==> config.mk <==
export PLATFORM = sky130hd
export DESIGN_NAME = lenet_layer_sequencer
export DESIGN_NICKNAME = d
export VERILOG_FILES = /design/src/rtl/lenet_pkg.sv /design/src/rtl/phase_timer.sv /design/src/rtl/lenet_layer_sequencer.sv
export SDC_FILE = /design/constraint.sdc
export NUM_CORES = 1
export LEC_CHECK = 0
export ABC_AREA = 1
export CAP_MARGIN = 20
export CORE_MARGIN = 3
export CORE_UTILIZATION = 30
export CTS_CLUSTER_SIZE = 8
export DETAILED_ROUTE_END_ITERATION = 10
export PLACE_DENSITY_LB_ADDON = 0.05
export RECOVER_POWER = 50
export SLEW_MARGIN = 20
export SYNTH_ARGS = -nofsm -noshare
export SYNTH_HDL_FRONTEND = slang
export SYNTH_HIERARCHICAL = 1
export SYNTH_SLANG_ARGS = --single-unit
==> constraint.sdc <==
create_clock -name clk -period 2.6 [get_ports clk]
set_input_delay 0.26 -clock clk [delete_from_list [all_inputs] [get_ports clk]]
set_output_delay 0.26 -clock clk [all_outputs]
set_load 0.05 [all_outputs]
==> src/rtl/lenet_pkg.sv <==
// Shared types for the LeNet layer sequencer: FSM state encoding and error-phase codes.
package lenet_pkg;

    typedef enum logic [2:0] {
        ST_IDLE,
        ST_LOAD,
        ST_CONV,
        ST_FC,
        ST_NEXT,
        ST_ERR
    } seq_state_e;

    typedef enum logic [1:0] {
        ERR_LOAD  = 2'd0,
        ERR_CONV  = 2'd1,
        ERR_FC    = 2'd2,
        ERR_PROTO = 2'd3
    } err_phase_e;

endpackage

==> src/rtl/phase_timer.sv <==
// Saturating phase counter with clear and enable; hit_o flags that the count
// reaches LIMIT on the coming clock edge (or already sits there).
module phase_timer #(
    parameter int WIDTH = 20,
    parameter int LIMIT = 500000
) (
    input  logic             clk,
    input  logic             srstn,
    input  logic             clr_i,
    input  logic             en_i,
    output logic [WIDTH-1:0] count_o,
    output logic             hit_o
);

    localparam logic [WIDTH-1:0] LIM    = WIDTH'(LIMIT);
    localparam logic [WIDTH-1:0] LIM_M1 = WIDTH'(LIMIT - 1);

    logic [WIDTH-1:0] count_q, count_d;

    always_comb begin
        count_d = count_q;
        if (clr_i) begin
            count_d = '0;
        end else if (en_i && (count_q != LIM)) begin
            count_d = count_q + WIDTH'(1);
        end
    end

    always_ff @(posedge clk or negedge srstn) begin
        if (!srstn) begin
            count_q <= '0;
        end else begin
            count_q <= count_d;
        end
    end

    // hit_o depends only on registered state so the sequencer can use it in its next-state logic.
    assign hit_o   = en_i && (count_q >= LIM_M1);
    assign count_o = count_q;

endmodule

==> src/rtl/lenet_layer_sequencer.sv <==
// Per-image scheduler for the LeNet accelerator: load -> conv -> fc over a batch,
// with a per-phase watchdog and last-image cycle-count registers.
module lenet_layer_sequencer
    import lenet_pkg::*;
#(
    parameter int IMG_CNT_WIDTH  = 8,
    parameter int CYC_WIDTH      = 20,
    parameter int TIMEOUT_CYCLES = 500000
) (
    input  logic                     clk,
    input  logic                     srstn,
    input  logic                     start,
    input  logic [IMG_CNT_WIDTH-1:0] num_images,
    input  logic                     abort,
    output logic                     load_req,
    input  logic                     load_done,
    output logic                     conv_start,
    input  logic                     conv1_done,
    input  logic                     conv_done,
    output logic                     fc_start,
    input  logic                     fc_done,
    output logic                     busy,
    output logic [IMG_CNT_WIDTH-1:0] img_idx,
    output logic                     img_done,
    output logic                     batch_done,
    output logic                     error,
    output logic [1:0]               err_phase,
    output logic [CYC_WIDTH-1:0]     conv1_cycles,
    output logic [CYC_WIDTH-1:0]     conv_cycles,
    output logic [CYC_WIDTH-1:0]     fc_cycles
);

    if ((TIMEOUT_CYCLES < 1) || (TIMEOUT_CYCLES >= (1 << CYC_WIDTH))) begin : g_bad_timeout
        $error("TIMEOUT_CYCLES must be in 1 .. 2**CYC_WIDTH-1");
    end

    seq_state_e               state_q, state_d;
    logic [IMG_CNT_WIDTH-1:0] imgs_q, imgs_d;
    logic [IMG_CNT_WIDTH-1:0] idx_q, idx_d;
    logic                     seen_q, seen_d;
    logic                     load_req_q, load_req_d;
    logic                     conv_start_q, conv_start_d;
    logic                     fc_start_q, fc_start_d;
    logic                     busy_q, busy_d;
    logic                     img_done_q, img_done_d;
    logic                     batch_done_q, batch_done_d;
    logic                     error_q, error_d;
    logic [1:0]               err_phase_q, err_phase_d;
    logic [CYC_WIDTH-1:0]     conv1_cyc_q, conv1_cyc_d;
    logic [CYC_WIDTH-1:0]     conv_cyc_q, conv_cyc_d;
    logic [CYC_WIDTH-1:0]     fc_cyc_q, fc_cyc_d;

    logic                     tmr_clr, tmr_en, tmr_hit;
    logic [CYC_WIDTH-1:0]     tmr_cnt;

    // One timer serves as both watchdog and perf counter; it restarts on every state change.
    assign tmr_clr = (state_d != state_q);
    assign tmr_en  = (state_q == ST_LOAD) || (state_q == ST_CONV) || (state_q == ST_FC);

    phase_timer #(
        .WIDTH (CYC_WIDTH),
        .LIMIT (TIMEOUT_CYCLES)
    ) u_timer (
        .clk     (clk),
        .srstn   (srstn),
        .clr_i   (tmr_clr),
        .en_i    (tmr_en),
        .count_o (tmr_cnt),
        .hit_o   (tmr_hit)
    );

    always_comb begin
        state_d      = state_q;
        imgs_d       = imgs_q;
        idx_d        = idx_q;
        seen_d       = seen_q;
        conv_start_d = 1'b0;
        fc_start_d   = 1'b0;
        img_done_d   = 1'b0;
        batch_done_d = 1'b0;
        error_d      = error_q;
        err_phase_d  = err_phase_q;
        conv1_cyc_d  = conv1_cyc_q;
        conv_cyc_d   = conv_cyc_q;
        fc_cyc_d     = fc_cyc_q;

        if (abort) begin
            state_d = ST_IDLE;
        end else begin
            unique case (state_q)
                ST_IDLE: begin
                    if (start) begin
                        if (num_images == '0) begin
                            batch_done_d = 1'b1;
                        end else begin
                            imgs_d      = num_images;
                            idx_d       = '0;
                            error_d     = 1'b0;
                            err_phase_d = ERR_LOAD;
                            state_d     = ST_LOAD;
                        end
                    end
                end
                ST_LOAD: begin
                    if (conv_done || fc_done) begin
                        error_d     = 1'b1;
                        err_phase_d = ERR_PROTO;
                        state_d     = ST_ERR;
                    end else if (load_done) begin
                        conv_start_d = 1'b1;
                        seen_d       = 1'b0;
                        state_d      = ST_CONV;
                    end else if (tmr_hit) begin
                        error_d     = 1'b1;
                        err_phase_d = ERR_LOAD;
                        state_d     = ST_ERR;
                    end
                end
                ST_CONV: begin
                    if (conv1_done) begin
                        conv1_cyc_d = tmr_cnt;
                        seen_d      = 1'b1;
                    end
                    if (conv_done) begin
                        if (seen_q || conv1_done) begin
                            conv_cyc_d = tmr_cnt;
                            fc_start_d = 1'b1;
                            state_d    = ST_FC;
                        end else begin
                            error_d     = 1'b1;
                            err_phase_d = ERR_PROTO;
                            state_d     = ST_ERR;
                        end
                    end else if (tmr_hit) begin
                        error_d     = 1'b1;
                        err_phase_d = ERR_CONV;
                        state_d     = ST_ERR;
                    end
                end
                ST_FC: begin
                    if (fc_done) begin
                        fc_cyc_d   = tmr_cnt;
                        img_done_d = 1'b1;
                        state_d    = ST_NEXT;
                    end else if (tmr_hit) begin
                        error_d     = 1'b1;
                        err_phase_d = ERR_FC;
                        state_d     = ST_ERR;
                    end
                end
                ST_NEXT: begin
                    if (idx_q == (imgs_q - IMG_CNT_WIDTH'(1))) begin
                        batch_done_d = 1'b1;
                        state_d      = ST_IDLE;
                    end else begin
                        idx_d   = idx_q + IMG_CNT_WIDTH'(1);
                        state_d = ST_LOAD;
                    end
                end
                ST_ERR: begin
                    state_d = ST_ERR;
                end
                default: begin
                    state_d = ST_IDLE;
                end
            endcase
        end

        load_req_d = (state_d == ST_LOAD);
        busy_d     = (state_d != ST_IDLE);
    end

    always_ff @(posedge clk or negedge srstn) begin
        if (!srstn) begin
            state_q      <= ST_IDLE;
            imgs_q       <= '0;
            idx_q        <= '0;
            seen_q       <= 1'b0;
            load_req_q   <= 1'b0;
            conv_start_q <= 1'b0;
            fc_start_q   <= 1'b0;
            busy_q       <= 1'b0;
            img_done_q   <= 1'b0;
            batch_done_q <= 1'b0;
            error_q      <= 1'b0;
            err_phase_q  <= 2'd0;
            conv1_cyc_q  <= '0;
            conv_cyc_q   <= '0;
            fc_cyc_q     <= '0;
        end else begin
            state_q      <= state_d;
            imgs_q       <= imgs_d;
            idx_q        <= idx_d;
            seen_q       <= seen_d;
            load_req_q   <= load_req_d;
            conv_start_q <= conv_start_d;
            fc_start_q   <= fc_start_d;
            busy_q       <= busy_d;
            img_done_q   <= img_done_d;
            batch_done_q <= batch_done_d;
            error_q      <= error_d;
            err_phase_q  <= err_phase_d;
            conv1_cyc_q  <= conv1_cyc_d;
            conv_cyc_q   <= conv_cyc_d;
            fc_cyc_q     <= fc_cyc_d;
        end
    end

    assign load_req     = load_req_q;
    assign conv_start   = conv_start_q;
    assign fc_start     = fc_start_q;
    assign busy         = busy_q;
    assign img_idx      = idx_q;
    assign img_done     = img_done_q;
    assign batch_done   = batch_done_q;
    assign error        = error_q;
    assign err_phase    = err_phase_q;
    assign conv1_cycles = conv1_cyc_q;
    assign conv_cycles  = conv_cyc_q;
    assign fc_cycles    = fc_cyc_q;

endmodule
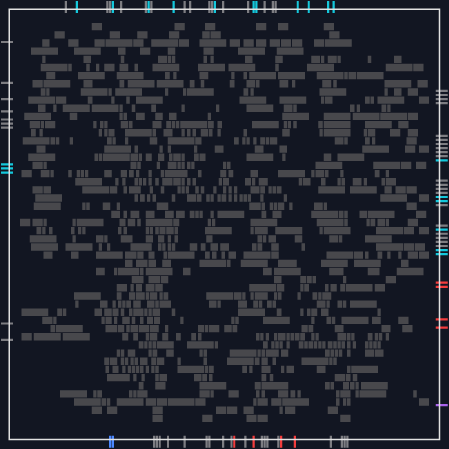
Figure 1: pin placement.
(3 px per µm) Pins as bars across the die edge, other pins in grey.
[img_idx] red | pins: 8 | direction: output | edge: 4 south, 4 east
[conv1_cycles] cyan | pins: 20 | direction: output | edge: 11 north, 6 east, 3 west
[err_phase] blue | pins: 2 | direction: output | edge: south
[srstn] purple | pins: 1 | direction: input | edge: east

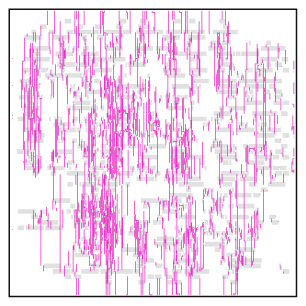
Figure 2: signal wires on met2.
(2 px per µm)
wire length on this layer: 7240 µm
nets with wire on the layer: 685
longest straight run: 55.4 µm
main direction: vertical
share of all routed wire: 46%

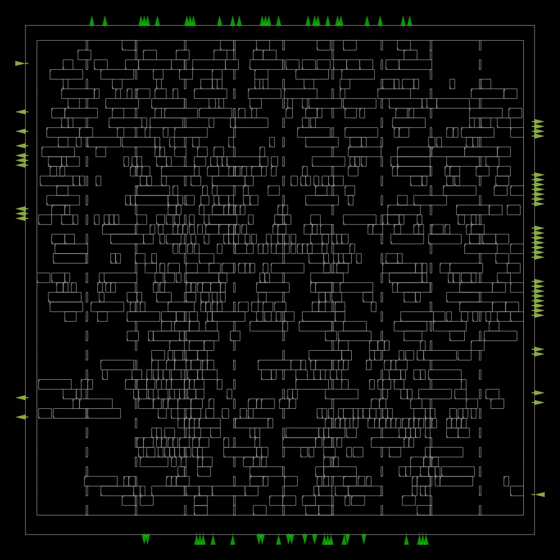
Figure 3: cell outlines without signal wires.
sequential cell area share: 36.1%
FP Rows: 49

==> deck_impl_summary.md <==
Key Metrics from the Run

Clock network
  • Clock Tree Root: clkbuf_16
  • CTS tree: yes
  • Hold buffers post-CTS: 1
  • Htree depth: 3
  • # resized after CTS: 9
  • Clock Path Buffers: 2

Outcome
  • Failing checks: capacitance limit, slew limit, setup timing
  • Status: finished, violations left

Final layout
  • Non-filler cells, final: 1066
  • Layout cells sized above 1: 17.7%
  • Layout area overhead: 34.2%
  • Ant. Diodes: 0

STA
  • Setup WS post-layout: -0.0728 ns
  • Min cycle time layout: 2.67 ns
  • Max Slew Vio Count: 30
  • Final setup violation count: 14
  • Tcrit/Tclk final: 103%
  • Relative slew margins: -8.66%
  • Worst slew pin tran: 1.63 ns
  • Final hold violation count: 0

Logic synthesis
  • Post-synth net total: 715
  • Yosys top cell by instances: nand2_1
  • Most common library cells after synthesis: 212 x nand2_1, 109 x dfrtp_1, 67 x inv_1
  • Top non-seq family: simple AND/OR/NAND/NOR gates
  • Synth area leader: dfrtp_1
  • Post-Synthesis Cells: 695
  • Netlist cell types: 36
  • Yosys aoi share: 11.7%
  • Cells in synth_stat.txt: 695
  • Mean post-synth cell area: 8.09 µm²
  • Top area contributor share: 48.5%
  • Mux share: 0%
  • Post-Synth XOR/XNOR Area: 3.74%

GRT
  • Largest net degree at the start of global routing: 52
  • Initial antenna violation count: 0
  • Vias in the first global route: 4892
  • Total grt overflow: 0
  • First-pass GRT wire length: 25.5 mm

Worst setup path
  • Worst Setup Path Type: reg2reg
  • CP top delay family: simple AND/OR/NAND/NOR gates
  • Critical Path Stages: 21
  • CP required: 2.89 ns
  • CP arrival: 2.96 ns

Hold path
  • Hold Path Class: in2reg
  • Hold Path Stages: 3

Flow run
  • OpenROAD warnings: 30
  • # Max-Cap Violations: 1

Pwr
  • Max VDD drop: 0.000313 V
  • Sw Ratio: 36.3%
  • Switching power: 1.75 mW

Placement
  • Setup WS pre-CTS: -0.143 ns

Routing
  • 1st-iter DRT viols: 274
  • Drc violations: 0
  • Drt total wl: 15.6 mm
==> layout make-up <==
class | instances | area [µm²]
multi-input cells | 488 | 2610
well taps | 229 | 287
fillers | 1853 | 10700
clock buffers | 11 | 243
flip-flops and latches | 109 | 2730
inverters | 77 | 289
repair buffers | 147 | 1350
clock inverters | 5 | 43.8
==> stage by stage <==
| step | total power, mW | cell area [µm²] |
|---|---|---|
| after floorplan | 2.96 | 5660 |
| after global placement | 3.45 | 7090 |
| after detailed placement | 3.47 | 7090 |
| after CTS | 4.89 | 7500 |
| after global routing | 5.08 | 7550 |
| final | 4.82 | 7550 |
==> power by group through the flow <==
stage | sequential (mW) | combinational (mW) | clock, mW
after floorplan | 2.39 | 0.573 | 0
after global placement | 2.02 | 1.43 | 0
after detailed placement | 2.03 | 1.44 | 0
after CTS | 1.99 | 1.49 | 1.41
after global routing | 2.02 | 1.60 | 1.47
final | 1.99 | 1.48 | 1.35
==> metal layers <==
layer | routed length (µm) | global-route usage [%]
met3 | 546 | 2.88
met2 | 7240 | 25.0
met5 | 0 | 0
met1 | 7610 | 21.8
met4 | 228 | 4.55
==> placed cells by master, fill, tap and decap left out, drive strengths merged <==
| master | count |
|---|---|
| nor4 | 2 |
| clkinvlp | 2 |
| nor2 | 79 |
| o21ai | 71 |
| xor2 | 19 |
| nand3b | 4 |
| nor3 | 3 |
| nand2 | 214 |
| clkinv | 2 |
| inv | 78 |
| nand3 | 40 |
| a22oi | 1 |
| o21a | 20 |
| a211oi | 1 |
| or2 | 2 |
| o21bai | 1 |
| clkdlybuf4s50 | 68 |
| ha | 4 |
| o211ai | 1 |
| o31ai | 2 |
| buf | 51 |
| clkbuf | 15 |
| xnor2 | 5 |
| dlygate4sd3 | 24 |
| nand4 | 13 |
| a21oi | 5 |
| a31o | 1 |
| dfrtp | 109 |
Power is estimated from default activity; no workload was simulated.
